## config.mk

```make
export PLATFORM = sky130hd
export DESIGN_NAME = countdown_timer
export DESIGN_NICKNAME = d
export VERILOG_FILES = /design/src/rtl/countdown_pkg.sv /design/src/rtl/down_count_core.sv /design/src/rtl/countdown_timer.sv
export SDC_FILE = /design/constraint.sdc
export NUM_CORES = 1
export LEC_CHECK = 0
export CAP_MARGIN = 10
export CORE_MARGIN = 1.5
export CORE_UTILIZATION = 50
export CTS_BUF_LIST = sky130_fd_sc_hd__clkbuf_8
export DETAILED_ROUTE_END_ITERATION = 7
export PLACE_DENSITY = 0.9
export SETUP_SLACK_MARGIN = 0.02
export SKIP_CTS_REPAIR_TIMING = 1
export SLEW_MARGIN = 25
export SYNTH_ARGS = -nofsm -noshare
export SYNTH_HDL_FRONTEND = slang
export SYNTH_SLANG_ARGS = --single-unit
```

## constraint.sdc

```tcl
create_clock -name clk -period 2.1 [get_ports clk]
set_input_delay 0.42 -clock clk [delete_from_list [all_inputs] [get_ports clk]]
set_output_delay 0.42 -clock clk [all_outputs]
set_load 0.1 [all_outputs]
```

## src/rtl/countdown_pkg.sv

```systemverilog
// Shared types and constants for the countdown timer.
package countdown_pkg;

  localparam int unsigned WIDTH_DEFAULT = 4;

  typedef enum logic [1:0] {
    IDLE = 2'd0,
    RUN  = 2'd1,
    DONE = 2'd2
  } state_e;

endpackage

```

## src/rtl/down_count_core.sv

```systemverilog
// Loadable down-counting register; it saturates at zero and never wraps.
module down_count_core
  import countdown_pkg::*;
#(
  parameter int unsigned WIDTH = WIDTH_DEFAULT
) (
  input  logic             clk,
  input  logic             reset,
  input  logic             clear,
  input  logic             load,
  input  logic [WIDTH-1:0] load_val,
  input  logic             dec,
  output logic [WIDTH-1:0] q,
  output logic             is_one
);

  logic [WIDTH-1:0] count_q, count_d;

  always_comb begin
    count_d = count_q;
    if (clear) begin
      count_d = '0;
    end else if (load) begin
      count_d = load_val;
    end else if (dec && (count_q != '0)) begin
      // Zero guard makes an underflow to all-ones unreachable.
      count_d = count_q - {{(WIDTH-1){1'b0}}, 1'b1};
    end
  end

  always_ff @(posedge clk or posedge reset) begin
    if (reset) begin
      count_q <= '0;
    end else begin
      count_q <= count_d;
    end
  end

  assign q      = count_q;
  assign is_one = (count_q == {{(WIDTH-1){1'b0}}, 1'b1});

endmodule

```

## src/rtl/countdown_timer.sv

```systemverilog
// Countdown timer: IDLE/RUN/DONE control FSM with optional auto-reload and a
// registered terminal-count pulse.
module countdown_timer
  import countdown_pkg::*;
#(
  parameter int unsigned WIDTH = WIDTH_DEFAULT
) (
  input  logic             clk,
  input  logic             reset,
  input  logic             start,
  input  logic [WIDTH-1:0] load_val,
  input  logic             enable,
  input  logic             auto_reload,
  input  logic             abort,
  output logic [WIDTH-1:0] q,
  output logic             busy,
  output logic             done,
  output logic             tc
);

  state_e           state_q, state_d;
  logic [WIDTH-1:0] reload_q, reload_d;
  logic             tc_q, tc_d;

  logic             core_clear;
  logic             core_load;
  logic [WIDTH-1:0] core_load_val;
  logic             core_dec;
  logic             core_is_one;

  always_comb begin
    state_d       = state_q;
    reload_d      = reload_q;
    tc_d          = 1'b0;
    core_clear    = 1'b0;
    core_load     = 1'b0;
    core_load_val = load_val;
    core_dec      = 1'b0;

    if (abort) begin
      state_d    = IDLE;
      core_clear = 1'b1;
    end else if (start) begin
      if (load_val != '0) begin
        state_d   = RUN;
        reload_d  = load_val;
        core_load = 1'b1;
      end else begin
        // A zero-length count terminates immediately.
        state_d    = DONE;
        core_clear = 1'b1;
        tc_d       = 1'b1;
      end
    end else if ((state_q == RUN) && enable) begin
      if (core_is_one) begin
        tc_d = 1'b1;
        if (auto_reload) begin
          core_load     = 1'b1;
          core_load_val = reload_q;
        end else begin
          state_d    = DONE;
          core_clear = 1'b1;
        end
      end else begin
        core_dec = 1'b1;
      end
    end
  end

  always_ff @(posedge clk or posedge reset) begin
    if (reset) begin
      state_q  <= IDLE;
      reload_q <= '0;
      tc_q     <= 1'b0;
    end else begin
      state_q  <= state_d;
      reload_q <= reload_d;
      tc_q     <= tc_d;
    end
  end

  down_count_core #(
    .WIDTH(WIDTH)
  ) u_core (
    .clk     (clk),
    .reset   (reset),
    .clear   (core_clear),
    .load    (core_load),
    .load_val(core_load_val),
    .dec     (core_dec),
    .q       (q),
    .is_one  (core_is_one)
  );

  assign busy = (state_q == RUN);
  assign done = (state_q == DONE);
  assign tc   = tc_q;

endmodule

```

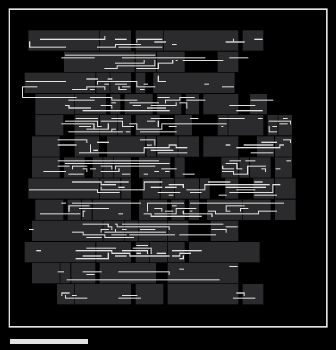
**Above:** run 1 (the metal 1 layer).
The bar under the picture is 10 um long.
nets with wire on the layer = 93
share of all routed wire = 41%
wire length on this layer = 663 um

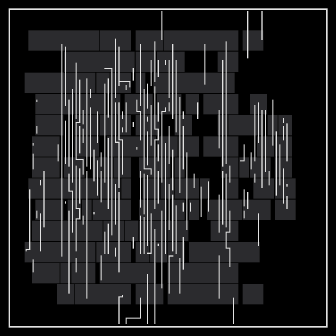
**Above:** run 1 (metal 2).
longest straight run = 27.2 um
main direction = vertical
share of all routed wire = 47%

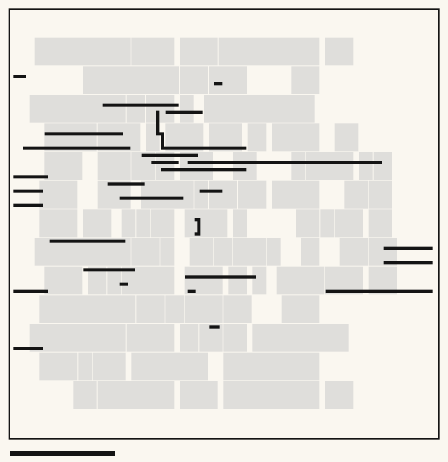
**Above:** run 1 (signal wires on met3).
The bar under the picture is 10 um long.
nets with wire on the layer = 23
wire length on this layer = 137 um
share of all routed wire = 8.4%

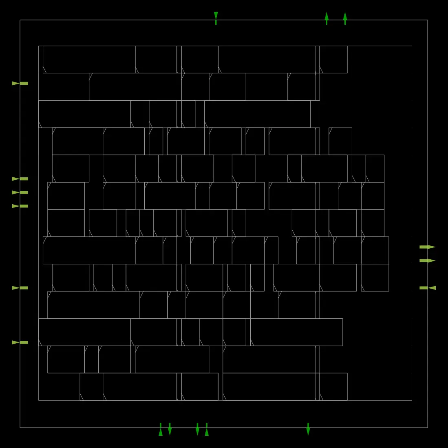
**Above:** run 1 (cell outlines without signal wires).
fill count: 98
Tap Cells: 15
Rows: 13
Non-Filler Instances: 109

[run 1: metrics by stage]
step | power [mW] | cell area [um^2]
final | 0.6805 | 949.7
after global routing | 0.7088 | 949.7
after CTS | 0.6804 | 949.7
after detailed placement | 0.4727 | 904.6
after global placement | 0.4691 | 904.6
after floorplan | 0.4039 | 719.4
[run 1: layer usage]
layer,share of wire (%),vias to the layer above,wire (um)
li1,-,311,-
met1,41,298,663
met2,47,41,773
met3,8.4,10,137
met4,3.7,0,61
met5,0,-,0
[run 1: cells in the mapped netlist (3+ instances only)]
master and instances:
dfrtp_1 11, nor2b_1 7, ha_1 3, nand2_1 3
a21oi_1 4, nor2_1 5, inv_1 6
[run 1: power by group through the flow]
stage / clock network [mW] / registers [mW] / logic [mW]
floorplan: 0 / 0.304 / 0.0996
finish: 0.207 / 0.255 / 0.218
global placement: 0 / 0.256 / 0.213
global route: 0.219 / 0.257 / 0.233
CTS: 0.208 / 0.254 / 0.218
detailed placement: 0 / 0.258 / 0.215
[run 1: flip-flops by register name, indices dropped and copies added, names as in the netlist]
name	flops
state_q	2
u_core.q	4
tc	1
reload_q	4
[run 1: logic make-up (layout without fill, tap and decap cells)]
| family | count (synthesis) | count (layout) | share of synthesized area, % |
|---|---|---|---|
| buffers and inverters | 8 | 28 | 5.466 |
| AOI/OAI and AO/OA | 22 | 22 | 22.05 |
| DFF | 11 | 11 | 38.80 |
| and+or+nand+nor | 26 | 26 | 22.40 |
| muxes | 4 | 4 | 5.996 |
| adders and majority gates | 3 | 3 | 5.292 |
[run 1: layout make-up]
class | count | share of cell area [%]
flip-flops and latches | 11 | 29.51
clock inverters | 1 | 0.3953
well taps | 15 | 1.976
multi-input cells | 55 | 42.16
inverters | 6 | 2.372
clock buffers | 3 | 4.348
repair buffers | 18 | 19.24
==> flow_summary_export.csv, run 1 <==
group,metric,value,unit
critical_path,ff2ff_path_depth,6,
route,ant_nets,0,
synthesis,ys_seq_share,38.80,%
critical_path,crit_required,2.23,ns
power_and_ir_drop,netSwitchingPower,236.0,uW
synthesis,ys_seq_elements,11,
final_timing,finalMaxSlewViolations,0,
power_and_ir_drop,p_leak,0.4100,nW
job,maxCapViolCount,0,
critical_path,critPathSlowestCell,"o21ai_0",
critical_path,cp-endpoint,"u_core.q[1]$_DFFE_PP0P_",
cells_and_area,mostFrequentLayoutCells,"clkdlybuf4s50_1, dfrtp_1, inv_1, buf_4, nor2b_1",
die,core_area,0.001318,mm^2
critical_path,path_class,"flip-flop to flip-flop",
clock_tree,cts_tree,"done",
final_timing,min_period_over_period,88.56,%
clock_tree,clock.latency.late_pin,0.24,ns
route,num_vias,660,
route,via_per_inst,6.055,
global_routing,busiest_layer,"met2",
critical_path,arrival,1.99,ns
critical_path,crit_path_cell_trace,"inv_1 > ha_1 > nor2b_1 > o21ai_0 > a21oi_1 > a32o_1",
critical_path,r2r_slack,0.24,ns
final_timing,finalSetupTns,0,ns
synthesis,netlist_area,709.4,um^2
global_routing,grt_pass1_wl,2559,um
final_timing,fmax,537.7,MHz
critical_path,worstSetupEndpointType,"flip-flop",
final_timing,finalClockSkew,0.004545,ns
synthesis,largest_area_cell,"dfrtp_1",
global_routing,antenna_found_initial,0,
global_routing,grt_pass1_vias,618,
synthesis,yosysTopAreaCellShare,38.80,%
die,fp_util,53.85,%
place,gp_congestion,0.9763,
critical_path,r2r-start,"u_core.q[1]$_DFFE_PP0P_",
die,die_w,40.67,um
final_timing,setup_viol,0,
final_timing,finalHoldViolCount,0,
global_routing,grtUsageMet2,40.48,%
synthesis,synthDistinctLibCells,34,
critical_path,cp_num_buf_inv,1,
outcome,outcome,"finished clean",
final_timing,tightest_slew,0.5210,ns
worst_hold_path,worstHoldPathType,"input pin to asynchronous set/reset pin",
route,drt_pass1_iterations,4,
cells_and_area,finish.utilization,72.08,%
global_routing,grt_start_max_net_pins,12,
cells_and_area,logic_area,400.4,um^2
place,dp.cells,105,
place,hpwlAfterDp,1214,um
cells_and_area,ff_latch_area,280.3,um^2
route,first_iter_violations,21,
synthesis,edf_count,0,
power_and_ir_drop,swShare,34.68,%
die,chipArea,0.001654,mm^2
power_and_ir_drop,clkPwrFrac,30.4,%
route,drc_errors,0,
synthesis,synthesis.nets,87,
critical_path,critical_path.max_fanout,5,
global_routing,met1_usage,27.93,%
critical_path,crit_cells,6,
critical_path,start_kind,"flip-flop",
route,routedWlPerCell,14.99,um
==> run 2: changes to the inputs <==
--- a/config.mk
+++ b/config.mk
@@ -5,12 +5,14 @@
 export SDC_FILE = /design/constraint.sdc
 export NUM_CORES = 1
 export LEC_CHECK = 0
+export ABC_AREA = 1
 export CAP_MARGIN = 10
 export CORE_MARGIN = 1.5
-export CORE_UTILIZATION = 50
+export CORE_UTILIZATION = 30
 export CTS_BUF_LIST = sky130_fd_sc_hd__clkbuf_8
 export DETAILED_ROUTE_END_ITERATION = 7
-export PLACE_DENSITY = 0.9
+export HOLD_SLACK_MARGIN = 0.06
+export PLACE_DENSITY = 0.62
 export SETUP_SLACK_MARGIN = 0.02
 export SKIP_CTS_REPAIR_TIMING = 1
 export SLEW_MARGIN = 25
==> run 2 against run 1 <==
- non-clock buffer count decreased by 2
- first-iteration DRC count shrank 38%
- cell area grew 4.1%
- fmax is 17% higher
- wire length is 0.43% higher
- die area up 71%
- clock power barely moved
- total power grew 8.0%
- sequential power up 2%
- clock-buffer cell count unchanged
- synthesized area increased by 6.7%
- setup slack better by 0.27 ns
- largest cell class unchanged
- largest power group is now combinational cells
==> flow_summary_export.csv, run 2 <==
group,metric,value,unit
die,fp_util,31.12,%
route,ant_nets,0,
synthesis,largest_area_cell,"dfrtp_1",
place,dp.cells,139,
synthesis,syn_avg_cell_area,8.053,um^2
synthesis,synthesis.nets,107,
place,hpwlAfterDp,1221,um
route,met3_wirelength,83,um
cells_and_area,n_fill_cell,244,
synthesis,top_cells_by_count,"nand3_1, nand2_1, inv_1, dfrtp_1, nor2_1",
global_routing,grt_start_max_net_pins,13,
critical_path,critPathSlowestCell,"clkdlybuf4s50_1",
global_routing,grt_pass1_wl,2553,um
critical_path,worstSetupEndpointType,"flip-flop",
cells_and_area,stdcell_area,988.4,um^2
route,wl_met1,732,um
critical_path,cp_num_buf_inv,2,
power_and_ir_drop,pwr-share-seq,35.3,%
clock_tree,clock.latency.late_pin,0.24,ns
final_timing,finalSetupTns,0,ns
power_and_ir_drop,netSwitchingPower,285.8,uW
critical_path,crit_required,2.23,ns
place,pre_cts_ws,0.2723,ns
power_and_ir_drop,swShare,38.90,%
job,maxCapViolCount,0,
critical_path,crit_path_cell_trace,"clkdlybuf4s50_1 > inv_2 > nor2_4 > nand2_2 > o21ai_0 > nand2_1 > nand3_1 > nand2_1",
synthesis,ys_seq_elements,11,
power_and_ir_drop,total_power,734.7,uW
critical_path,cpPeakStageDelay,0.55,ns
synthesis,netlist_area,757.0,um^2
critical_path,start_kind,"input pin",
cells_and_area,mostFrequentLayoutCells,"nand3_1, nand2_1, inv_1, dfrtp_1, clkdlybuf4s50_1",
clock_tree,cts_tree,"done",
place,dpl-instance-area,943.4,um^2
final_timing,worst_hold_slack,0.4828,ns
route,drt_pass1_iterations,5,
final_timing,finalClockSkew,0.005389,ns
power_and_ir_drop,clkPwrFrac,28.2,%
critical_path,path_class,"input pin to flip-flop",
route,drc_errors,0,
route,via_per_inst,4.797,
critical_path,arrival,1.73,ns
synthesis,yosysMostFrequentCell,"nand3_1",
die,core_area,0.002432,mm^2
critical_path,critical_path.max_fanout,12,
outcome,outcome,"finished clean",
global_routing,antenna_found_initial,0,
die,die_w,53.23,um
synthesis,edf_count,0,
place,gp_congestion,0.7797,
final_timing,setup_viol,0,
route,routedWlPerCell,11.48,um
global_routing,met1_usage,14.90,%
die,chipArea,0.002833,mm^2
final_timing,finalMaxSlewViolations,0,
route,top_layer,"met4",
route,wl_met2,784,um
cells_and_area,final_cells,143,
synthesis,yosysTopAreaCellShare,36.36,%
final_timing,finalHoldViolCount,0,
final_timing,fmax,627.8,MHz
final_timing,min_period_over_period,75.84,%
global_routing,busiest_layer,"met2",
final_timing,tightest_slew,0.4379,ns
route,first_iter_violations,13,
worst_hold_path,worstHoldPathType,"input pin to asynchronous set/reset pin",
synthesis,ys_seq_share,36.36,%
synthesis,synthDistinctLibCells,23,
cells_and_area,finish.utilization,40.64,%
global_routing,grt_pass1_vias,633,
run 2: cell types whose count changed after synthesis, sizes merged, moves of 6 or more:
| cell | delta |
|---|---|
| nand3 | +20 |
| nand2 | +16 |
| inv | +9 |
| nor2b | -7 |
| nor2 | +6 |
run 2: area by class of cell:
class	instances	area, um^2	area share (%)
multi-input combinational	67	419.2	42.41
sequential	11	275.3	27.85
timing repair buffer	16	155.1	15.70
inverter	15	56.30	5.696
clock buffer	3	41.29	4.177
tap	30	37.54	3.797
clock inverter	1	3.754	0.3797
run 2: logic make-up after synthesis:
group,Yosys count,share of synthesized area [%]
fa+ha+maj,3,4.959
xor+xnor,1,1.157
mux,1,1.983
buf+inv,16,8.926
flops,11,36.36
compound gates,9,7.272
simple gates,53,39.34
run 2: worst paths after layout:
check | start | to | slack [ns] | cells past startpoint
worst max-delay path | start | u_core.q[0]$_DFFE_PP0P_ | 0.51 | 8
worst max register to register | u_core.q[1]$_DFFE_PP0P_ | u_core.q[0]$_DFFE_PP0P_ | 0.60 | 9
max in group asynchronous | reset | reload_q[3]$_DFFE_PP0P_ | 1.31 | 2
min in group clk | reload_q[0]$_DFFE_PP0P_ | reload_q[0]$_DFFE_PP0P_ | 0.50 | 2
worst min-delay path | reset | reload_q[0]$_DFFE_PP0P_ | 0.48 | 2
worst min register to register | reload_q[0]$_DFFE_PP0P_ | reload_q[0]$_DFFE_PP0P_ | 0.50 | 2
run 2: power by group through the flow:
stage / clock network (mW) / logic [mW] / registers, mW
after global routing: 0.230 / 0.287 / 0.263
after global placement: 0 / 0.267 / 0.263
after detailed placement: 0 / 0.268 / 0.263
final: 0.207 / 0.268 / 0.259
after CTS: 0.214 / 0.269 / 0.260
after floorplan: 0 / 0.126 / 0.335
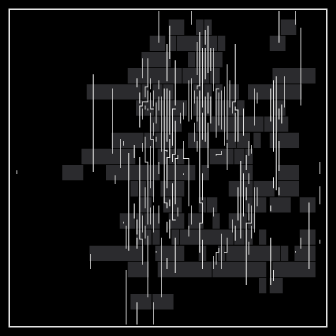
**Above:** run 2 (metal 2).
longest straight run = 19.2 um
share of all routed wire = 48%
wire length on this layer = 784 um
nets with wire on the layer = 104
main direction = vertical
met2 global-route usage: 20.99%
number of vias in the routed layout: 686
Total Wirelength: 1641 um

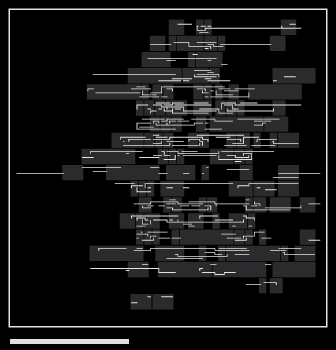
**Above:** run 2 (the metal 1 layer).
The bar under the picture is 20 um long.
share of all routed wire = 45%
main direction = horizontal

No activity file was given, so power comes from the tool's default toggle rates.
